`config.mk`:
```
export PLATFORM = sky130hd
export DESIGN_NAME = melody_sequencer
export DESIGN_NICKNAME = d
export VERILOG_FILES = /design/src/rtl/melody_sequencer.sv
export SDC_FILE = /design/constraint.sdc
export NUM_CORES = 1
export LEC_CHECK = 0
export ABC_CLOCK_PERIOD_IN_PS = 5000
export CORE_ASPECT_RATIO = 1.25
export CORE_MARGIN = 3
export CORE_UTILIZATION = 35
export CTS_CLUSTER_DIAMETER = 120
export DETAILED_ROUTE_END_ITERATION = 16
export GPL_TIMING_DRIVEN = 0
export MAX_ROUTING_LAYER = met4
export PLACE_DENSITY = 0.61
export SYNTH_ARGS = -nofsm -noshare
export SYNTH_HDL_FRONTEND = slang
export SYNTH_SLANG_ARGS = --single-unit
```
`constraint.sdc`:
```
create_clock -name clk -period 5 [get_ports clk]
set_input_delay 1 -clock clk [delete_from_list [all_inputs] [get_ports clk]]
set_output_delay 1 -clock clk [all_outputs]
set_load 0.05 [all_outputs]
```
`src/rtl/melody_sequencer.sv`:
```
// rtl/melody_sequencer.sv - melody ROM playback with live keystroke preemption
// Optional feature macro: MELODY_LOOP_EN (loop the song instead of stopping with done).
module melody_sequencer #(
    parameter int unsigned BEAT_CYCLES = 25000000,
    parameter int unsigned GAP_CYCLES  = 2500000,
    parameter int unsigned LIVE_CYCLES = 50000000,
    parameter int unsigned SONG_LEN    = 8
) (
    input  logic       clk,
    input  logic       rst,
    input  logic       start,
    input  logic       stop,
    input  logic       kb_valid,
    input  logic [1:0] kb_degree,
    input  logic [6:0] kb_key,
    output logic [1:0] degree,
    output logic [6:0] key,
    output logic       playing,
    output logic       live,
    output logic [3:0] note_idx,
    output logic       done
);

    typedef enum logic [1:0] {
        S_IDLE = 2'd0,
        S_NOTE = 2'd1,
        S_GAP  = 2'd2,
        S_LIVE = 2'd3
    } state_t;

    localparam logic [31:0] BEAT_C   = 32'(BEAT_CYCLES);
    localparam logic [31:0] GAP_C    = 32'(GAP_CYCLES);
    localparam logic [31:0] LIVE_C   = 32'(LIVE_CYCLES);
    localparam logic [3:0]  LAST_IDX = 4'(SONG_LEN - 1);

    // Entry format {degree[1:0], key[6:0], beats[3:0]}
    function automatic logic [12:0] rom_entry(input logic [3:0] idx);
        case (idx)
            4'd0, 4'd1: rom_entry = {2'b10, 7'b0000001, 4'd1};
            4'd2, 4'd3: rom_entry = {2'b10, 7'b0010000, 4'd1};
            4'd4, 4'd5: rom_entry = {2'b10, 7'b0100000, 4'd1};
            4'd6:       rom_entry = {2'b10, 7'b0010000, 4'd2};
            4'd7:       rom_entry = {2'b11, 7'b0000001, 4'd2};
            default:    rom_entry = {2'b00, 7'b0000000, 4'd1};
        endcase
    endfunction

    function automatic logic [31:0] note_len(input logic [3:0] idx);
        logic [12:0] e;
        e        = rom_entry(idx);
        note_len = {28'd0, e[3:0]} * BEAT_C;
    endfunction

    state_t      state_q, state_d, resume_q, resume_d, play;
    logic [3:0]  idx_q, idx_d;
    logic [31:0] cnt_q, cnt_d, hold_q, hold_d;
    logic [1:0]  ldeg_q, ldeg_d, degree_q, degree_d;
    logic [6:0]  lkey_q, lkey_d, key_q, key_d;
    logic        playing_q, playing_d, live_q, live_d, done_q, done_d;
    logic        kb_fire;
    logic [12:0] cur_entry;

    assign kb_fire = kb_valid && (kb_key != 7'd0) && (kb_degree != 2'd0);

    always_comb begin
        state_d  = state_q;
        resume_d = resume_q;
        idx_d    = idx_q;
        cnt_d    = cnt_q;
        hold_d   = hold_q;
        ldeg_d   = ldeg_q;
        lkey_d   = lkey_q;
        done_d   = 1'b0;
        play     = (state_q == S_LIVE) ? resume_q : state_q;

        if (stop) begin
            state_d  = S_IDLE;
            resume_d = S_IDLE;
            idx_d    = 4'd0;
            cnt_d    = 32'd0;
            hold_d   = 32'd0;
        end else begin
            if (start) begin
                play  = S_NOTE;
                idx_d = 4'd0;
                cnt_d = note_len(4'd0);
            end else if (state_q != S_LIVE) begin
                if (kb_fire) begin
                    // The cycle that carried the keystroke still counts as played time;
                    // an expiry in that same cycle is deferred until after LIVE.
                    if ((state_q != S_IDLE) && (cnt_q != 32'd1))
                        cnt_d = cnt_q - 32'd1;
                end else begin
                    case (state_q)
                        S_NOTE: begin
                            if (cnt_q == 32'd1) begin
                                play  = S_GAP;
                                cnt_d = GAP_C;
                            end else begin
                                cnt_d = cnt_q - 32'd1;
                            end
                        end
                        S_GAP: begin
                            if (cnt_q == 32'd1) begin
                                if (idx_q < LAST_IDX) begin
                                    idx_d = idx_q + 4'd1;
                                    play  = S_NOTE;
                                    cnt_d = note_len(idx_q + 4'd1);
                                end else begin
`ifdef MELODY_LOOP_EN
                                    idx_d = 4'd0;
                                    play  = S_NOTE;
                                    cnt_d = note_len(4'd0);
`else
                                    play   = S_IDLE;
                                    done_d = 1'b1;
`endif
                                end
                            end else begin
                                cnt_d = cnt_q - 32'd1;
                            end
                        end
                        default: ;
                    endcase
                end
            end

            if (kb_fire) begin
                state_d  = S_LIVE;
                resume_d = play;
                ldeg_d   = kb_degree;
                lkey_d   = kb_key;
                hold_d   = LIVE_C;
            end else if (state_q == S_LIVE) begin
                resume_d = play;
                if (hold_q == 32'd1) begin
                    state_d = play;
                    hold_d  = 32'd0;
                end else begin
                    hold_d = hold_q - 32'd1;
                end
            end else begin
                state_d = play;
            end
        end

        cur_entry = rom_entry(idx_d);
        degree_d  = 2'd0;
        key_d     = 7'd0;
        case (state_d)
            S_NOTE: begin
                degree_d = cur_entry[12:11];
                key_d    = cur_entry[10:4];
            end
            S_LIVE: begin
                degree_d = ldeg_d;
                key_d    = lkey_d;
            end
            default: ;
        endcase
        playing_d = (state_d == S_NOTE) || (state_d == S_GAP) ||
                    ((state_d == S_LIVE) && (resume_d != S_IDLE));
        live_d    = (state_d == S_LIVE);
    end

    always_ff @(posedge clk) begin
        if (rst) begin
            state_q   <= S_IDLE;
            resume_q  <= S_IDLE;
            idx_q     <= 4'd0;
            cnt_q     <= 32'd0;
            hold_q    <= 32'd0;
            ldeg_q    <= 2'd0;
            lkey_q    <= 7'd0;
            degree_q  <= 2'd0;
            key_q     <= 7'd0;
            playing_q <= 1'b0;
            live_q    <= 1'b0;
            done_q    <= 1'b0;
        end else begin
            state_q   <= state_d;
            resume_q  <= resume_d;
            idx_q     <= idx_d;
            cnt_q     <= cnt_d;
            hold_q    <= hold_d;
            ldeg_q    <= ldeg_d;
            lkey_q    <= lkey_d;
            degree_q  <= degree_d;
            key_q     <= key_d;
            playing_q <= playing_d;
            live_q    <= live_d;
            done_q    <= done_d;
        end
    end

    assign degree   = degree_q;
    assign key      = key_q;
    assign playing  = playing_q;
    assign live     = live_q;
    assign note_idx = idx_q;
    assign done     = done_q;

endmodule
```
==> run summary <==
Outcome: completed
Wire length on met2: 6710 microns
Top Usage Layer GRT: met2
Syn Inst Count: 635
Max-cap violations: 0
WP depth: 13
CP bufs+invs: 2
Critical path's largest stage delay: 0.47 ns
Met1 GRT Util: 21.5%
Vias/cell: 5.73
Final tally of hold violations: 0
RSZ-0062 raised after global routing: false
Slew @ Worst Pin: 1.27 ns
Iteration count of the initial detailed-routing pass: 5
Seq pwr share: 44.9%
Inverters: 18
M3 GR Usage: 3.11%
Total power: 0.00175 W
Hold depth: 2
Tap cell count: 178
Reg2reg start: hold_q[2]
GRT met2 Usage: 28.8%
OpenROAD warnings: 34
Hold EP: lkey_q[1]
# DRC: 0
# H-tree levels: 3
Starting DRC count in detailed routing: 287
Final ANT Viol Nets: 0
Initial antenna violation count: 0
Startpoint Class: input port
Cell type with the largest total area: dfxtp_1
Number of global-route vias before repair: 4717
I/O pins: 30
Tcrit/Tclk final: 92.1%
Via count: 4902
Combinational gate area: 3070 sq um
[power by group through the flow]
stage	logic, W	clock network, W	registers [W]
2_1_floorplan	0.000240	0	0.000802
3_3_place_gp	0.000323	0	0.000800
3_5_place_dp	0.000326	0	0.000801
4_1_cts	0.000328	0.000640	0.000784
5_1_grt	0.000366	0.000675	0.000788
6_report	0.000330	0.000632	0.000785
[sequential cells by signal, indices dropped and copies added, names as in the netlist]
name,count
live,1
cnt_q,32
degree,2
resume_q,2
state_q,2
ldeg_q,2
note_idx,4
key,7
lkey_q,7
done,1
playing,1
hold_q,32
[cell usage after synthesis (all sizes together) (11+ instances only)]
master and number:
dfxtp 93, nor2 83, o21ai 37, nor4 30
inv 18, a21oi 49, ha 13, or3 14
mux2i 11, nand3 11, or4 18, nand4 13
nor3 25, clkbuf 20, nand2 49, xnor2 17
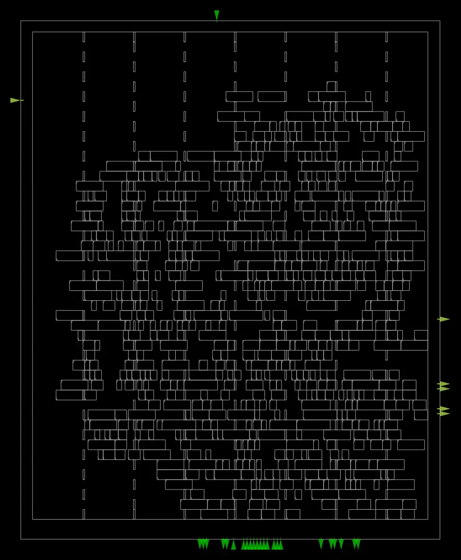
Fig. 1. Cell placement.
FILL cells: 1413
row count: 49
post-route insts no fill: 856

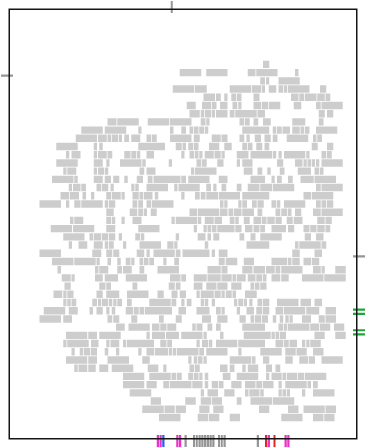
Fig. 2. Pin placement.
Pins as bars across the die edge, other pins in gray.
Blue stands for `playing`, pins 1, direction output, edge south. Magenta stands for `key`, pins 7, direction output, edge south. Red stands for `degree`, pins 2, direction output, edge south. Green stands for `note_idx`, pins 4, direction output, edge east.

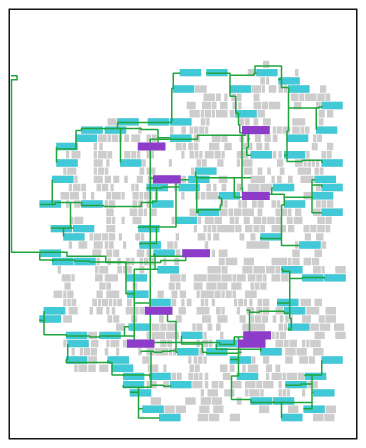
Fig. 3. Clock distribution.
Purple stands for cells driving clock nets, count 9. Cyan stands for flip-flops, count 93. Green stands for clock wires, length 1290 microns.
Position of the flops: widely spread. There are 10 routed clock nets.

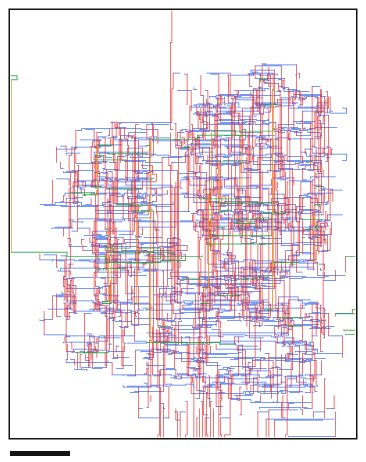
Fig. 4. Signal wires by layer.
The bar under the picture is 20 microns long.
Orange stands for met4, wire length 409 microns. Green stands for met3, wire length 530 microns. Blue stands for met1, wire length 6140 microns. Red stands for met2, wire length 6710 microns.

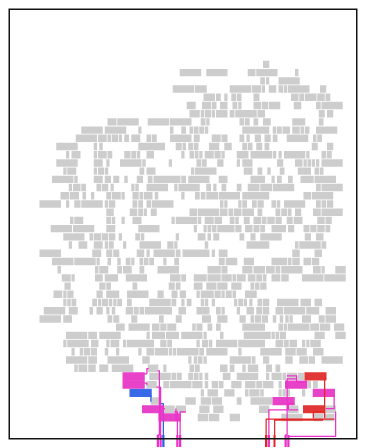
Fig. 5. I/O nets highlighted.
Red stands for `degree`, direction output, edge south, end cells 2, wire 69.3 microns. Blue stands for `playing`, direction output, edge south, end cells 1, wire 14.0 microns. Magenta stands for `key`, direction output, edge south, end cells 7, wire 156 microns.

No activity file was given, so power comes from the tool's default toggle rates.
